==> config.mk <==
export PLATFORM = sky130hd
export DESIGN_NAME = fifo_wr_ctrl
export DESIGN_NICKNAME = d
export VERILOG_FILES = /design/src/rtl/fifo_pkg.sv /design/src/rtl/gray_sync2.sv /design/src/rtl/fifo_wr_ctrl.sv
export SDC_FILE = /design/constraint.sdc
export NUM_CORES = 1
export LEC_CHECK = 0
export ABC_AREA = 1
export ABC_CLOCK_PERIOD_IN_PS = 3900
export CORE_MARGIN = 2
export CORE_UTILIZATION = 50
export CTS_CLUSTER_SIZE = 24
export DETAILED_ROUTE_END_ITERATION = 6
export GPL_ROUTABILITY_DRIVEN = 0
export PLACE_DENSITY_LB_ADDON = 0.12
export SLEW_MARGIN = 20
export SYNTH_ARGS = -nofsm -noshare
export SYNTH_HDL_FRONTEND = slang
export SYNTH_SLANG_ARGS = --single-unit
==> constraint.sdc <==
create_clock -name wrclk -period 3.9 [get_ports wrclk]
set_input_delay 0.39 -clock wrclk [delete_from_list [all_inputs] [get_ports wrclk]]
set_output_delay 0.39 -clock wrclk [all_outputs]
set_load 0.02 [all_outputs]
==> src/rtl/fifo_pkg.sv <==
// fifo_pkg: shared FIFO pointer helpers (Gray conversion, full compare) for both clock domains.
package fifo_pkg;
  localparam int DEF_ADDR_W = 8;
  function automatic logic [31:0] bin2gray(input logic [31:0] b);
    return b ^ (b >> 1);
  endfunction
  function automatic logic [31:0] gray2bin(input logic [31:0] g);
    logic [31:0] b;
    for (int i = 0; i < 32; i++) b[i] = ^(g >> i);
    return b;
  endfunction
  // Full when the Gray pointers differ only in their top two bits (one lap apart).
  function automatic logic full_cmp(input logic [31:0] wg, input logic [31:0] rg, input int aw);
    logic [31:0] m;
    m = (32'd1 << (aw + 1)) - 32'd1;
    return ((wg ^ rg ^ (32'd3 << (aw - 1))) & m) == 32'd0;
  endfunction
endpackage

==> src/rtl/gray_sync2.sv <==
// gray_sync2: two-flop synchroniser for a Gray-coded bus, sync active-low reset.
module gray_sync2 #(
  parameter int W = 9
) (
  input  logic         clk,
  input  logic         rst_n,
  input  logic [W-1:0] d,
  output logic [W-1:0] q
);
  logic [W-1:0] s1_q, s1_d, s2_q, s2_d;
  always_comb begin
    s1_d = d;
    s2_d = s1_q;
  end
  always_ff @(posedge clk) begin
    if (!rst_n) begin
      s1_q <= '0;
      s2_q <= '0;
    end else begin
      s1_q <= s1_d;
      s2_q <= s2_d;
    end
  end
  assign q = s2_q;
endmodule

==> src/rtl/fifo_wr_ctrl.sv <==
// fifo_wr_ctrl: write-side pointer, flags and read-pointer sync of the dual-clock FIFO.
// Define FIFO_WR_OVF_EN to add the sticky wr_ovf output.
module fifo_wr_ctrl
  import fifo_pkg::*;
#(
  parameter int ADDR_W    = DEF_ADDR_W,
  parameter int AF_MARGIN = 4
) (
  input  logic              wrclk,
  input  logic              wrrst_n,
  input  logic              wr_req,
  input  logic [ADDR_W:0]   rdPtrGray,
  output logic [ADDR_W-1:0] wrPtr,
  output logic              wren,
  output logic [ADDR_W:0]   wrPtrGray,
  output logic              full,
  output logic              almost_full,
`ifdef FIFO_WR_OVF_EN
  output logic              wr_ovf,
`endif
  output logic [ADDR_W:0]   wr_level
);
  localparam logic [ADDR_W:0] AF_TH = (ADDR_W + 1)'((1 << ADDR_W) - AF_MARGIN);
  logic [ADDR_W:0] wr_bin_q, wr_bin_d, wr_gray_q, wr_gray_d, level_q, level_d, rd_sync;
  logic full_q, full_d, af_q, af_d;
  gray_sync2 #(.W(ADDR_W + 1)) u_rd_sync (
    .clk  (wrclk),
    .rst_n(wrrst_n),
    .d    (rdPtrGray),
    .q    (rd_sync)
  );
  assign wren = wr_req & ~full_q & wrrst_n;
  always_comb begin
    wr_bin_d  = wr_bin_q + (ADDR_W + 1)'(wren);
    wr_gray_d = (ADDR_W + 1)'(bin2gray(32'(wr_bin_d)));
    full_d    = full_cmp(32'(wr_gray_d), 32'(rd_sync), ADDR_W);
    level_d   = wr_bin_d - (ADDR_W + 1)'(gray2bin(32'(rd_sync)));
    af_d      = level_d >= AF_TH;
  end
  always_ff @(posedge wrclk) begin
    if (!wrrst_n) begin
      wr_bin_q  <= '0;
      wr_gray_q <= '0;
      level_q   <= '0;
      full_q    <= 1'b0;
      af_q      <= 1'b0;
    end else begin
      wr_bin_q  <= wr_bin_d;
      wr_gray_q <= wr_gray_d;
      level_q   <= level_d;
      full_q    <= full_d;
      af_q      <= af_d;
    end
  end
`ifdef FIFO_WR_OVF_EN
  logic ovf_q, ovf_d;
  always_comb ovf_d = ovf_q | (wr_req & full_q);
  always_ff @(posedge wrclk) ovf_q <= !wrrst_n ? 1'b0 : ovf_d;
  assign wr_ovf = ovf_q;
`endif
  assign wrPtr       = wr_bin_q[ADDR_W-1:0];
  assign wrPtrGray   = wr_gray_q;
  assign full        = full_q;
  assign almost_full = af_q;
  assign wr_level    = level_q;
endmodule
Figure 1. Nets reached from selected ports (run 1).
Scale: 4 px per um.
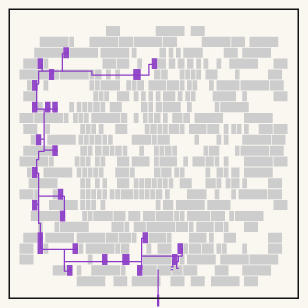
legend:
  purple:
    port: wrrst_n
    direction: input
    end_cells: 25
    buffers: 2
    wire: 183 um

Figure 2. Pin map (run 1).
Scale: 6 px per um. Pins as bars across the die edge, other pins in gray.
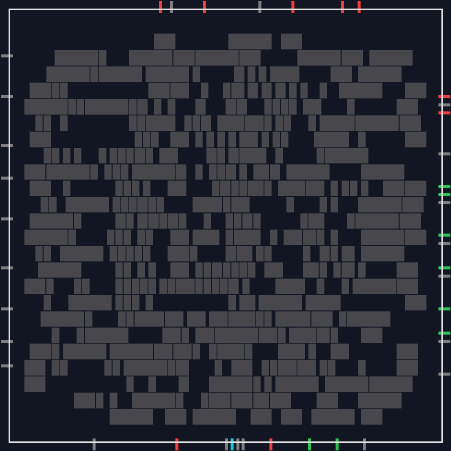
legend:
  green:
    port: wrPtr
    pins: 8
    direction: output
    edge: 6 right, 2 bottom
  cyan:
    port: wrrst_n
    pins: 1
    direction: input
    edge: bottom
  red:
    port: wr_level
    pins: 9
    direction: output
    edge: 5 top, 2 bottom, 2 right
all pins by edge: 15 right, 10 bottom, 9 left, 7 top

==> impl_metrics.yaml, run 1 <==
# yosys + openroad results
clocking:
  ctsHoldBuffers: 0
  clock_sinks: 46
  insertion_delay_ps: 300
  cts_root_buf: "clkbuf_8"
  clock_path_buffers: 2
cells_and_area:
  drive_above_1_share_pct: 4.959
  seq_share_pct: 32.49
  logic_gate_count: 219
  nets: 385
  sh_comb_area_pct: 41.50
  regArea_um2: 920.9
  final-clk-cell-share_pct: 2.693
  bufAreaShareNonClock_pct: 14.39
  buffers: 41
  mostFrequentLayoutCell: "nand2_1"
  n_all_inverters: 50
  comb_area_um2: 1176
  largest_class: "combinational gates"
floorplan:
  chipArea_um2: 5168
  die_h_um: 71.89
  taps: 52
  ios: 41
synth:
  synth-async-reset-ratio_pct: 0
  yosys_cells: 320
  yosysWarnings: 0
  ys_sh_adder_pct: 5.755
  simple_gate_share_pct: 30.56
  ys_seq_share_pct: 39.96
  top_cells_by_area: "dfxtp_1, nand2_1, inv_1, xor2_1, nor2_1"
  synth-edff-count: 0
  most_common_cell: "nand2_1"
  synth_area_per_cell_um2: 7.202
  ys_types: 26
route:
  routed_wirelength_um: 4209
  drc_errors: 0
  routed_via_density: 4.723
  ant_nets: 0
  dr.pass1.iters: 4
worst_setup_path:
  cp_max_fo: 4
  worstSetupStartpoint: "wrrst_n"
  cp_top_family: "simple AND/OR/NAND/NOR gates"
  r2r_slack_ps: 1290
  slowest_stage: "clkdlybuf4s50_1"
  path_cells: "clkdlybuf4s50_1 > nand2_1 > nor2_1 > ha_1 > nand2_2 > nor2_1 > nand3_1 > xor2_2 > ha_1 > nand2_1 > inv_1 > a221oi_1 > nand3_1 > nand3_1 > nand2_1"
timing:
  tightest_slew_ps: 622.8
  period_needed_ps: 2887
  clock_skew_ps: 3.774
  setup_viol: 0
  hold_viol_final: 0
  rsz0062_at_grt: "no"
power:
  power.density_nw_per_um2: 361.4
  pwr-share-comb_pct: 23.7
  maxPowerGroup: "registers"
  finalPower_uw: 1024
  seqPwrFrac_pct: 49.9
  pg_comb_uw: 243
  swShare_pct: 28.99
  seq-power_uw: 511
  switching_power_uw: 296.9
  internal_power_uw: 727.3
run:
  warnings: 27
placed_design:
  place_area_um2: 2758
  numPortBuffers: 40
run_status:
  status: "finished, final reports clean"
global_routing:
  antenna_found_initial: 0
  grt_pass1_vias: 1759
  grt_overflow: 0
  grt_first_pass_wirelength_um: 7251
  grt_start_max_net_pins: 25
  grt_usage_pct: 17.83
min_path:
  hold_depth: 2
Figure 3. Met2 routing (run 1).
Scale: 6 px per um.
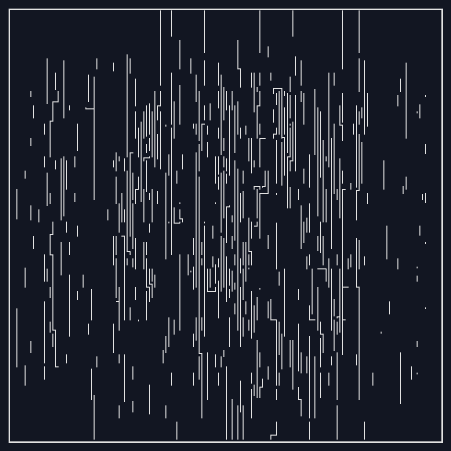
share of all routed wire: 47%
main direction: vertical
nets with wire on the layer: 304
longest straight run: 29.4 um
wire length on this layer: 1970 um

[run 1: metrics by stage]
stage / std cells / setup slack (ps) / util [%]
after floorplan: 320 / 1021 / -
after global placement: 408 / 808.0 / 62.90
after detailed placement: 408 / 711.2 / 62.90
after CTS: 415 / 1024 / 64.64
after global routing: 415 / 727.8 / 64.64
final: 415 / 1013 / 64.64
[run 1: routing by layer]
metal / global-route usage [%] / routed length, um
met5: 0 / 0
met4: 7.547 / 98
met3: 4.306 / 176
met2: 30.35 / 1970
met1: 21.57 / 1965
[run 1: worst min-delay path: cells and delay by family, from the launching register on]
kind / cells / cell delay [ps]
DFF: 1 / 310
and+or+nand+nor: 1 / 40
buffers and inverters: 1 / 40
--- run 2 (diff from run 1) ---
--- a/config.mk
+++ b/config.mk
@@ -6,9 +6,9 @@
 export NUM_CORES = 1
 export LEC_CHECK = 0
 export ABC_AREA = 1
-export ABC_CLOCK_PERIOD_IN_PS = 3900
+export ABC_CLOCK_PERIOD_IN_PS = 2400
 export CORE_MARGIN = 2
-export CORE_UTILIZATION = 50
+export CORE_UTILIZATION = 47
 export CTS_CLUSTER_SIZE = 24
 export DETAILED_ROUTE_END_ITERATION = 6
 export GPL_ROUTABILITY_DRIVEN = 0
==> constraint.sdc (replaced) <==
create_clock -name wrclk -period 2.4 [get_ports wrclk]
set_input_delay 0.24 -clock wrclk [delete_from_list [all_inputs] [get_ports wrclk]]
set_output_delay 0.24 -clock wrclk [all_outputs]
set_load 0.02 [all_outputs]
Figure 4. Pin map (run 2).
Scale: 6 px per um. Pins as bars across the die edge, other pins in gray.
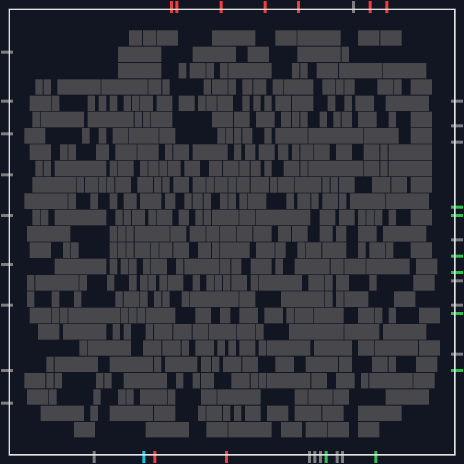
legend:
  green:
    port: wrPtr
    pins: 8
    direction: output
    edge: 6 right, 2 bottom
  red:
    port: wr_level
    pins: 9
    direction: output
    edge: 7 top, 2 bottom
  cyan:
    port: wrrst_n
    pins: 1
    direction: input
    edge: bottom
all pins by edge: 13 right, 11 bottom, 9 left, 8 top
Die Ht: 74.03 um
die width: 74.03 um
port bufs: 40

==> impl_metrics.yaml, run 2 <==
# yosys + openroad results
cells_and_area:
  comb_area_um2: 1374
  regArea_um2: 938.4
  sh_comb_area_pct: 39.75
  n_all_inverters: 50
  bufAreaShareNonClock_pct: 23.03
  final_util_pct: 73.17
  logic_gate_count: 219
  flop-count: 46
  final-clk-cell-share_pct: 2.209
  buffers: 92
  mostFrequentLayoutCell: "nand2_1"
  largest_class: "combinational gates"
clocking:
  cts_root_buf: "clkbuf_8"
  clock_sinks: 46
  ctsHoldBuffers: 0
  clock_path_buffers: 2
route:
  ant_nets: 0
  dr.pass1.iters: 4
  routed_wirelength_um: 5287
  wl_met3_um: 218
  wl_met2_um: 2592
  top_layer_used: "met4"
  routedLengthMet1_um: 2377
  drc_errors: 0
  routed_via_density: 4.563
global_routing:
  antenna_found_initial: 0
  grt_first_pass_wirelength_um: 8418
  grt_overflow: 0
  grtUsageMet1_pct: 24.00
  grt_pass1_vias: 2073
  grt.met3_usage_pct: 5.285
  grt_usage_pct: 20.23
  busiest_layer: "met2"
  grt_start_max_net_pins: 25
  use_met2_pct: 34.82
placed_design:
  place_inst: 468
synth:
  synth-async-reset-ratio_pct: 0
  ys_types: 26
  ys_seq_share_pct: 39.96
  most_common_cell: "nand2_1"
  synth-edff-count: 0
  top_cells_by_area: "dfxtp_1, nand2_1, inv_1, xor2_1, nor2_1"
  simple_gate_share_pct: 30.56
  yosysWarnings: 0
  yosys_cells: 320
floorplan:
  ios: 41
  chipArea_um2: 5480
  taps: 67
worst_setup_path:
  worstSetupStartpoint: "u_rd_sync.q[6]$_SDFF_PN0_"
  cp_max_fo: 5
  path_cells: "inv_1 > nand2_1 > nand2_1 > nand2_2 > nand2_2 > nand2_2 > nand2_2 > xor2_2 > buf_4 > buf_4 > fa_2 > xor2_2 > nor2_1 > nand3_1 > nor2_1 > nand3_1 > nand2_1"
  r2r_slack_ps: 70
  cp_top_family: "simple AND/OR/NAND/NOR gates"
  slowest_stage: "dfxtp_4"
  critPathMaxStageDelay_ps: 380
min_path:
  hold_depth: 2
timing:
  hold_viol_final: 0
  period_needed_ps: 2330
  clock_skew_ps: 5.308
run_status:
  status: "finished, final reports clean"
run:
  warnings: 28
power:
  power.density_nw_per_um2: 525.6
run 2: cell counts after synthesis:
No cell type changed its count.
run 2: metrics by stage:
stage | cell area (um2) | setup slack (ps) | hold WS (ps) | total power [uW] | TNS (ps)
detailed placement | 3176 | -378.1 | 399.1 | 1336 | -2025
floorplan | 2369 | 17.06 | 337.6 | 1114 | 0
CTS | 3271 | 0.7387 | 413.8 | 1776 | 0
finish | 3456 | 69.61 | 409.1 | 1816 | 0
global placement | 3176 | -312.6 | 392.3 | 1328 | -1686
global route | 3456 | -87.76 | 424.3 | 1925 | -125.2
run 2: report_power, final:
group / total, uW / internal [uW] / switching [uW] / leakage, uW
Clock: 439 / 201 / 239 / 0.0000383
Sequential: 830 / 809 / 20.8 / 0.000382
Combinational: 547 / 271 / 277 / 0.00135
Power figures rest on the tool's default switching activity, not on a simulated workload.
